==> config.mk <==
export PLATFORM = sky130hd
export DESIGN_NAME = cache_refill_ctrl
export DESIGN_NICKNAME = d
export VERILOG_FILES = /design/src/rtl/cache_refill_ctrl_pkg.sv /design/src/rtl/cache_refill_ctrl.sv
export SDC_FILE = /design/constraint.sdc
export NUM_CORES = 1
export LEC_CHECK = 0
export CAP_MARGIN = 0
export CELL_PAD_IN_SITES_DETAIL_PLACEMENT = 0
export CELL_PAD_IN_SITES_GLOBAL_PLACEMENT = 1
export CORE_AREA = 8 8 251 253
export DETAILED_ROUTE_END_ITERATION = 7
export DIE_AREA = 0 0 259 261
export PLACE_DENSITY_LB_ADDON = 0.2
export REMOVE_ABC_BUFFERS = 1
export SLEW_MARGIN = 25
export SYNTH_ARGS = -nofsm -noshare
export SYNTH_HDL_FRONTEND = slang
export SYNTH_SLANG_ARGS = --single-unit
==> constraint.sdc <==
create_clock -name i_clk -period 2.1 [get_ports i_clk]
set_clock_uncertainty 0.05 [all_clocks]
set_input_delay 0.42 -clock i_clk [delete_from_list [all_inputs] [get_ports i_clk]]
set_output_delay 0.42 -clock i_clk [all_outputs]
set_load 0.01 [all_outputs]
==> src/rtl/cache_refill_ctrl_pkg.sv <==
// cache_refill_ctrl_pkg
// Shared constants, the refill state encoding and the line-address helper
// for the cache miss/refill controller.
//   INDEX_WIDTH : set index width (128 sets)
//   TAG_WIDTH   : tag width
//   LINE_WIDTH  : cache line width in bits
//   WAYS        : associativity, WAY_WIDTH bits select a way
package cache_refill_ctrl_pkg;

  localparam int INDEX_WIDTH = 7;
  localparam int TAG_WIDTH   = 19;
  localparam int LINE_WIDTH  = 128;
  localparam int WAYS        = 4;
  localparam int WAY_WIDTH   = $clog2(WAYS);
  localparam int ADDR_WIDTH  = TAG_WIDTH + INDEX_WIDTH;

  typedef enum logic [2:0] {
    ST_IDLE,
    ST_LOOKUP,
    ST_WB_REQ,
    ST_WB_WAIT,
    ST_RD_REQ,
    ST_RD_WAIT,
    ST_FILL
  } refill_state_e;

  // Memory addresses whole lines: the tag sits above the set index.
  function automatic logic [ADDR_WIDTH-1:0] line_addr(
    input logic [TAG_WIDTH-1:0]   tag,
    input logic [INDEX_WIDTH-1:0] idx
  );
    return {tag, idx};
  endfunction

endpackage

==> src/rtl/cache_refill_ctrl.sv <==
// cache_refill_ctrl
// Miss handler for the 4-way set-associative cache. Queries the LRU victim
// of the missing set, writes it back when dirty, fetches the missing line,
// fills the victim way and marks it most-recently-used. Outside the fill
// cycle the LRU update port forwards hit touches from the lookup pipeline.
// Ports:
//   i_clk, i_reset           clock, synchronous active-low reset
//   i_miss_*, o_miss_ready   miss request handshake and address
//   o_query_idx              set index to lru_4way and the meta array
//   i_victim_*, i_wb_data    victim way/meta/data for o_query_idx
//   i_hit_*, o_hit_ready     hit-path LRU touch
//   o_update_en/o_set_idx/o_accessed_way   LRU update port
//   o_mem_req_*, i_mem_req_ready, i_mem_resp_*   memory side
//   o_fill_*                 fill write into tag/data/meta arrays
//   o_miss_done              one-cycle pulse when the fill happens
module cache_refill_ctrl
  import cache_refill_ctrl_pkg::*;
(
  input  logic                   i_clk,
  input  logic                   i_reset,
  input  logic                   i_miss_valid,
  output logic                   o_miss_ready,
  input  logic [TAG_WIDTH-1:0]   i_miss_tag,
  input  logic [INDEX_WIDTH-1:0] i_miss_idx,
  output logic [INDEX_WIDTH-1:0] o_query_idx,
  input  logic [WAY_WIDTH-1:0]   i_victim_way,
  input  logic                   i_victim_dirty,
  input  logic [TAG_WIDTH-1:0]   i_victim_tag,
  input  logic                   i_hit_valid,
  input  logic [INDEX_WIDTH-1:0] i_hit_idx,
  input  logic [WAY_WIDTH-1:0]   i_hit_way,
  output logic                   o_hit_ready,
  output logic                   o_update_en,
  output logic [INDEX_WIDTH-1:0] o_set_idx,
  output logic [WAY_WIDTH-1:0]   o_accessed_way,
  output logic                   o_mem_req_valid,
  input  logic                   i_mem_req_ready,
  output logic                   o_mem_req_we,
  output logic [ADDR_WIDTH-1:0]  o_mem_req_addr,
  output logic [LINE_WIDTH-1:0]  o_mem_req_wdata,
  input  logic [LINE_WIDTH-1:0]  i_wb_data,
  input  logic                   i_mem_resp_valid,
  input  logic [LINE_WIDTH-1:0]  i_mem_resp_data,
  output logic                   o_fill_en,
  output logic [INDEX_WIDTH-1:0] o_fill_idx,
  output logic [WAY_WIDTH-1:0]   o_fill_way,
  output logic [TAG_WIDTH-1:0]   o_fill_tag,
  output logic [LINE_WIDTH-1:0]  o_fill_data,
  output logic                   o_miss_done
);

  refill_state_e          r_state;
  refill_state_e          w_state_next;
  logic [TAG_WIDTH-1:0]   r_tag;
  logic [INDEX_WIDTH-1:0] r_idx;
  logic [WAY_WIDTH-1:0]   r_way;
  logic [TAG_WIDTH-1:0]   r_victim_tag;
  // One line buffer serves both directions: it holds the victim data until
  // the write-back is accepted, and the read data is only captured later.
  logic [LINE_WIDTH-1:0]  r_line;

  assign o_query_idx = r_idx;

  // State register plus the miss/victim/line captures. The victim is frozen
  // in LOOKUP so later hit touches to the same set cannot move the refill.
  always_ff @(posedge i_clk) begin
    if (!i_reset) begin
      r_state      <= ST_IDLE;
      r_tag        <= '0;
      r_idx        <= '0;
      r_way        <= '0;
      r_victim_tag <= '0;
      r_line       <= '0;
    end else begin
      r_state <= w_state_next;
      case (r_state)
        ST_IDLE: begin
          if (i_miss_valid) begin
            r_tag <= i_miss_tag;
            r_idx <= i_miss_idx;
          end
        end
        ST_LOOKUP: begin
          r_way        <= i_victim_way;
          r_victim_tag <= i_victim_tag;
          r_line       <= i_wb_data;
        end
        ST_RD_WAIT: begin
          if (i_mem_resp_valid) begin
            r_line <= i_mem_resp_data;
          end
        end
        default: begin
        end
      endcase
    end
  end

  // Next-state and output decode. The LRU port follows the hit path in
  // every state except FILL, where the controller reports its own refill.
  // Responses are only looked at in the two WAIT states.
  always_comb begin
    w_state_next    = r_state;
    o_miss_ready    = 1'b0;
    o_mem_req_valid = 1'b0;
    o_mem_req_we    = 1'b0;
    o_mem_req_addr  = '0;
    o_mem_req_wdata = '0;
    o_fill_en       = 1'b0;
    o_fill_idx      = '0;
    o_fill_way      = '0;
    o_fill_tag      = '0;
    o_fill_data     = '0;
    o_miss_done     = 1'b0;
    o_hit_ready     = 1'b1;
    o_update_en     = i_hit_valid;
    o_set_idx       = i_hit_idx;
    o_accessed_way  = i_hit_way;
    case (r_state)
      ST_IDLE: begin
        o_miss_ready = 1'b1;
        if (i_miss_valid) begin
          w_state_next = ST_LOOKUP;
        end
      end
      ST_LOOKUP: begin
        w_state_next = i_victim_dirty ? ST_WB_REQ : ST_RD_REQ;
      end
      ST_WB_REQ: begin
        o_mem_req_valid = 1'b1;
        o_mem_req_we    = 1'b1;
        o_mem_req_addr  = line_addr(r_victim_tag, r_idx);
        o_mem_req_wdata = r_line;
        if (i_mem_req_ready) begin
          w_state_next = ST_WB_WAIT;
        end
      end
      ST_WB_WAIT: begin
        if (i_mem_resp_valid) begin
          w_state_next = ST_RD_REQ;
        end
      end
      ST_RD_REQ: begin
        o_mem_req_valid = 1'b1;
        o_mem_req_addr  = line_addr(r_tag, r_idx);
        if (i_mem_req_ready) begin
          w_state_next = ST_RD_WAIT;
        end
      end
      ST_RD_WAIT: begin
        if (i_mem_resp_valid) begin
          w_state_next = ST_FILL;
        end
      end
      ST_FILL: begin
        o_fill_en      = 1'b1;
        o_fill_idx     = r_idx;
        o_fill_way     = r_way;
        o_fill_tag     = r_tag;
        o_fill_data    = r_line;
        o_hit_ready    = 1'b0;
        o_update_en    = 1'b1;
        o_set_idx      = r_idx;
        o_accessed_way = r_way;
        o_miss_done    = 1'b1;
        w_state_next   = ST_IDLE;
      end
      default: begin
        w_state_next = ST_IDLE;
      end
    endcase
  end

endmodule

==> flow_summary_export.csv <==
group,metric,value,unit
run_status,outcome,"finished, violations left",
run_status,violations,"setup timing",
global_route,antenna_found_initial,13,
cts,cts_hold_buf,0,
critical_path,cp.depth,7,
power,power,12.4,mW
synth,synth_area,10600,um^2
placed_design,hpwl,46400,um
cts,cts_setup_buffers,13,
finish,layout.nets,2367,
critical_path,arrival,2.00,ns
detailed_routing,final_antenna_net_count,0,
finish,top_regs,"r_line (128), r_tag (19), r_victim_tag (19)",
synth,ys_sh_mux,0,%
detailed_routing,met1_length,26900,um
power,peakVddDrop,0.000632,V
die,fp_util,17.9,%
synth,top_cells_by_area,"dfxtp_1, and2_1, a311oi_2, nand2_1, a21oi_1",
critical_path,worst_ep_required_time,1.63,ns
power,p_seq,4.40,mW
finish,largestClassByArea,"non-clock buffers",
synth,ys_sh_simple,31.6,%
sta,layout_min_cycle_time,2.47,ns
synth,synth-async-reset-ratio,0,%
detailed_routing,drt_iter0_markers,487,
global_route,grt-ovfl-total,0,
sta,maxSlewHeadroom,59.5,%
synth,yosysWarnings,0,
cts,path_clk_slew,0.08,ns
finish,nNonClkBuffers,849,
global_route,grt_max_degree,54,
finish,final_cell_mix,"clkdlybuf4s50_1, nand2_1, buf_6, dfxtp_1, and2_4",
power,clk-power,3.50,mW
critical_path,startpoint_type,"flip-flop",
synth,ys_area,10600,um^2
detailed_routing,wl_met2,33800,um
detailed_routing,viasPerCell,4.45,
hold_path,worstHoldStart,"i_reset",
sta,tightest_slew,0.608,ns
synth,synthAoiAreaFrac,27.3,%
critical_path,crit_end,"o_accessed_way[0]",
power,pwr-share-seq,35.5,%
synth,synth_top_cell_by_area,"dfxtp_1",
critical_path,cp_num_buf_inv,4,
finish,drive_gt1_share,39.8,%
global_route,grt_pass1_wl,86700,um
detailed_routing,dr.pass1.iters,5,
placed_design,pre_cts_ws,-0.160,ns
synth,synth_seq_share,33.5,%
cts,cts_tree,"built",
run,warning_count,27,
finish,diodes,11,
finish,seq_area,3570,um^2
finish,top_register,"r_line",
cts,numCtsBuffers,17,
critical_path,path_max_fanout,6,
sta,drv_slew,0,
sta,finalSetupTns,-70.33,ns
sta,hold_slack,0.300,ns
synth,ys_cells,1321,
critical_path,rr_endpoint,"r_line[25]",
power,swShare,34.1,%
detailed_routing,maxUsedRoutingLayer,"met5",
finish,seq-cell-share,16.9,%
die,dieArea,67600,um^2
detailed_routing,drt_drc_violations_left,0,
finish,final_common_cell,"clkdlybuf4s50_1",
sta,finalSetupViolCount,318,
critical_path,r2r_cells,7,
sta,fin_ws,-0.375,ns
run,drv_cap,0,
cts,htree_levels,4,
finish,buf_share,43.5,%
die,coreArea,59300,um^2
power,top_power_group,"combinational cells",
finish,area_growth,98.9,%
sta,rsz0062_at_grt,"true",
power,p_leak,9.03,nW
cts,clockBufferDepth,2,
critical_path,criticalPathCategory,"flip-flop to output pin",
power,p_per_area,587,nW/um^2
die,tap_cells,782,
die,die_width,259,um
hold_path,hold_depth,3,
power,p_comb,4.51,mW
placed_design,place_area,18600,um^2
synth,synthDistinctLibCells,38,
finish,logic_gate_count,1000,
sta,fmax,404,MHz
detailed_routing,wl_met3,5310,um
cts,clock.latency.late_pin,0.48,ns
synth,yosys.area_share.xor_xnor,0,%
finish,largest_reg_flops,128,
critical_path,reg2reg_setup_slack,0.29,ns
synth,syn_inst,1321,
power,clkPwrFrac,28.2,%
placed_design,dp_cells,2707,
placed_design,portBuffers,651,
critical_path,cp-end-kind,"output pin",
critical_path,reg2reg_from,"r_state[0]",
critical_path,cpPeakStageDelay,0.37,ns
finish,final_cells,2854,
placed_design,place_congestion,0.781,
critical_path,cpMaxStageDelayCell,"dfxtp_4",
finish,flops,178,
critical_path,path_delay_family,"buffers and inverters",
synth,numSynthFlops,178,
finish,final_area,21100,um^2
synth,top_cell_area_share,33.5,%
finish,clkbuf_count,18,
synth,synthMostInstantiatedCell,"nand2_1",
cts,cts-resized-gates,397,
critical_path,crit_start,"r_state[1]",
hold_path,min_path_type,"primary input to flip-flop",
synth,adder_share,0,%
finish,fillCellCount,6168,
die,rows,90,
global_route,grt_pass1_vias,12878,
die,io_pins,652,
hold_path,min_to,"r_victim_tag[11]",
synth,ys_top_logic_family,"simple AND/OR/NAND/NOR gates",
die,die_y,261,um
finish,comb_area_share,31.9,%
sta,hold_viol,0,
critical_path,worstPathCellList,"nand3b_1, clkinv_4, buf_12, clkbuf_16, and2_4, a21o_1, buf_2",
power,p_comb_share,36.3,%
power,p_switching,4.23,mW
synth,common_cells,"nand2_1, and2_1, dfxtp_1, a21oi_1, a311oi_2",
synth,syn_avg_cell_area,8.05,um^2
power,intPower,8.18,mW
synth,edf_count,0,
finish,inverters,2,
finish,final-clk-cell-share,2.87,%
cts,clockRootBuffer,"clkbuf_16",
synth,flop_cell,"dfxtp_1",
sta,finalCritPeriodShare,118,%
finish,mi_logic_area,6740,um^2
cts,numClockSinks,178,
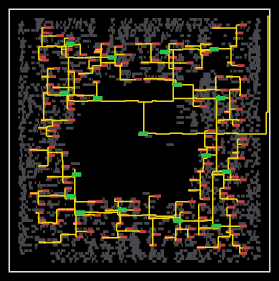
(images/clk_routes.png)
Scale: 1 px per um.
- green: clock drivers (count 17)
- red: flip-flops (count 178)
- yellow: clock wires (length 3310 um)
- flops lie: all over the die
- routed clock nets: 18

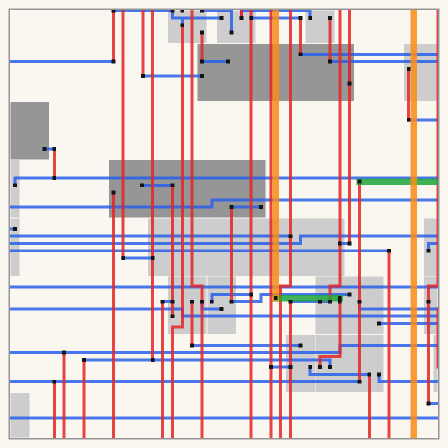
(images/detail.png)
Window x 184 to 204, y 55 to 75 um. Cells in grey, sequential cells in the stronger grey; small squares are vias.
- blue: metal 1
- green: metal 3
- orange: metal 4
- red: metal 2
- netlist names of flops here include: r_tag (1), r_victim_tag (1)
- most frequent: nand2_1 (3), dfxtp_1 (2)
- sequential cells in the window: 2
- cells with their middle in the window: 11

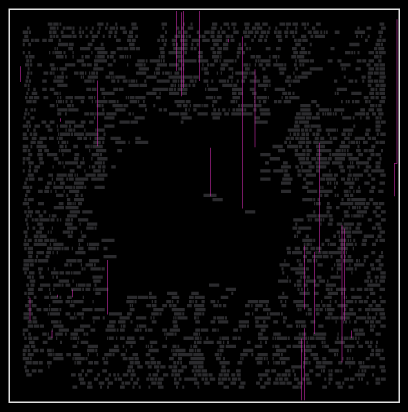
(images/layer_met4.png)
Scale: 1.5 px per um. Cells faint in the background.
- longest straight run: 114 um
- share of all routed wire: 1.6%
- main direction: vertical
- nets with wire on the layer: 19

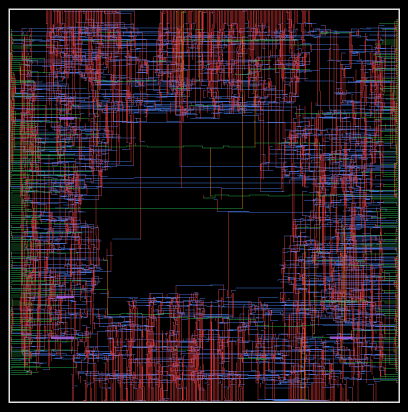
(images/wires.png)
Scale: 1.5 px per um.
- orange: metal 4 (wire length 1040 um)
- green: metal 3 (wire length 5310 um)
- blue: metal 1 (wire length 26.9 mm)
- purple: metal 5 (wire length 46.0 um)
- red: metal 2 (wire length 33.8 mm)
total track usage: 17.2%
Vias: 12692
final WL: 67100 um
DR WL/cell: 23.5 um

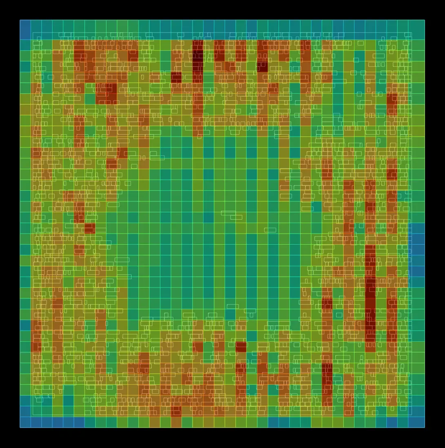
(images/congestion.png)
gr busiest metal: met2
met3 Track Usage GR: 6.34%
Final Util: 35.6%
GRT met1 Usage: 19.4%
M2 GR Usage: 30.2%

No activity file was given, so power comes from the tool's default toggle rates.
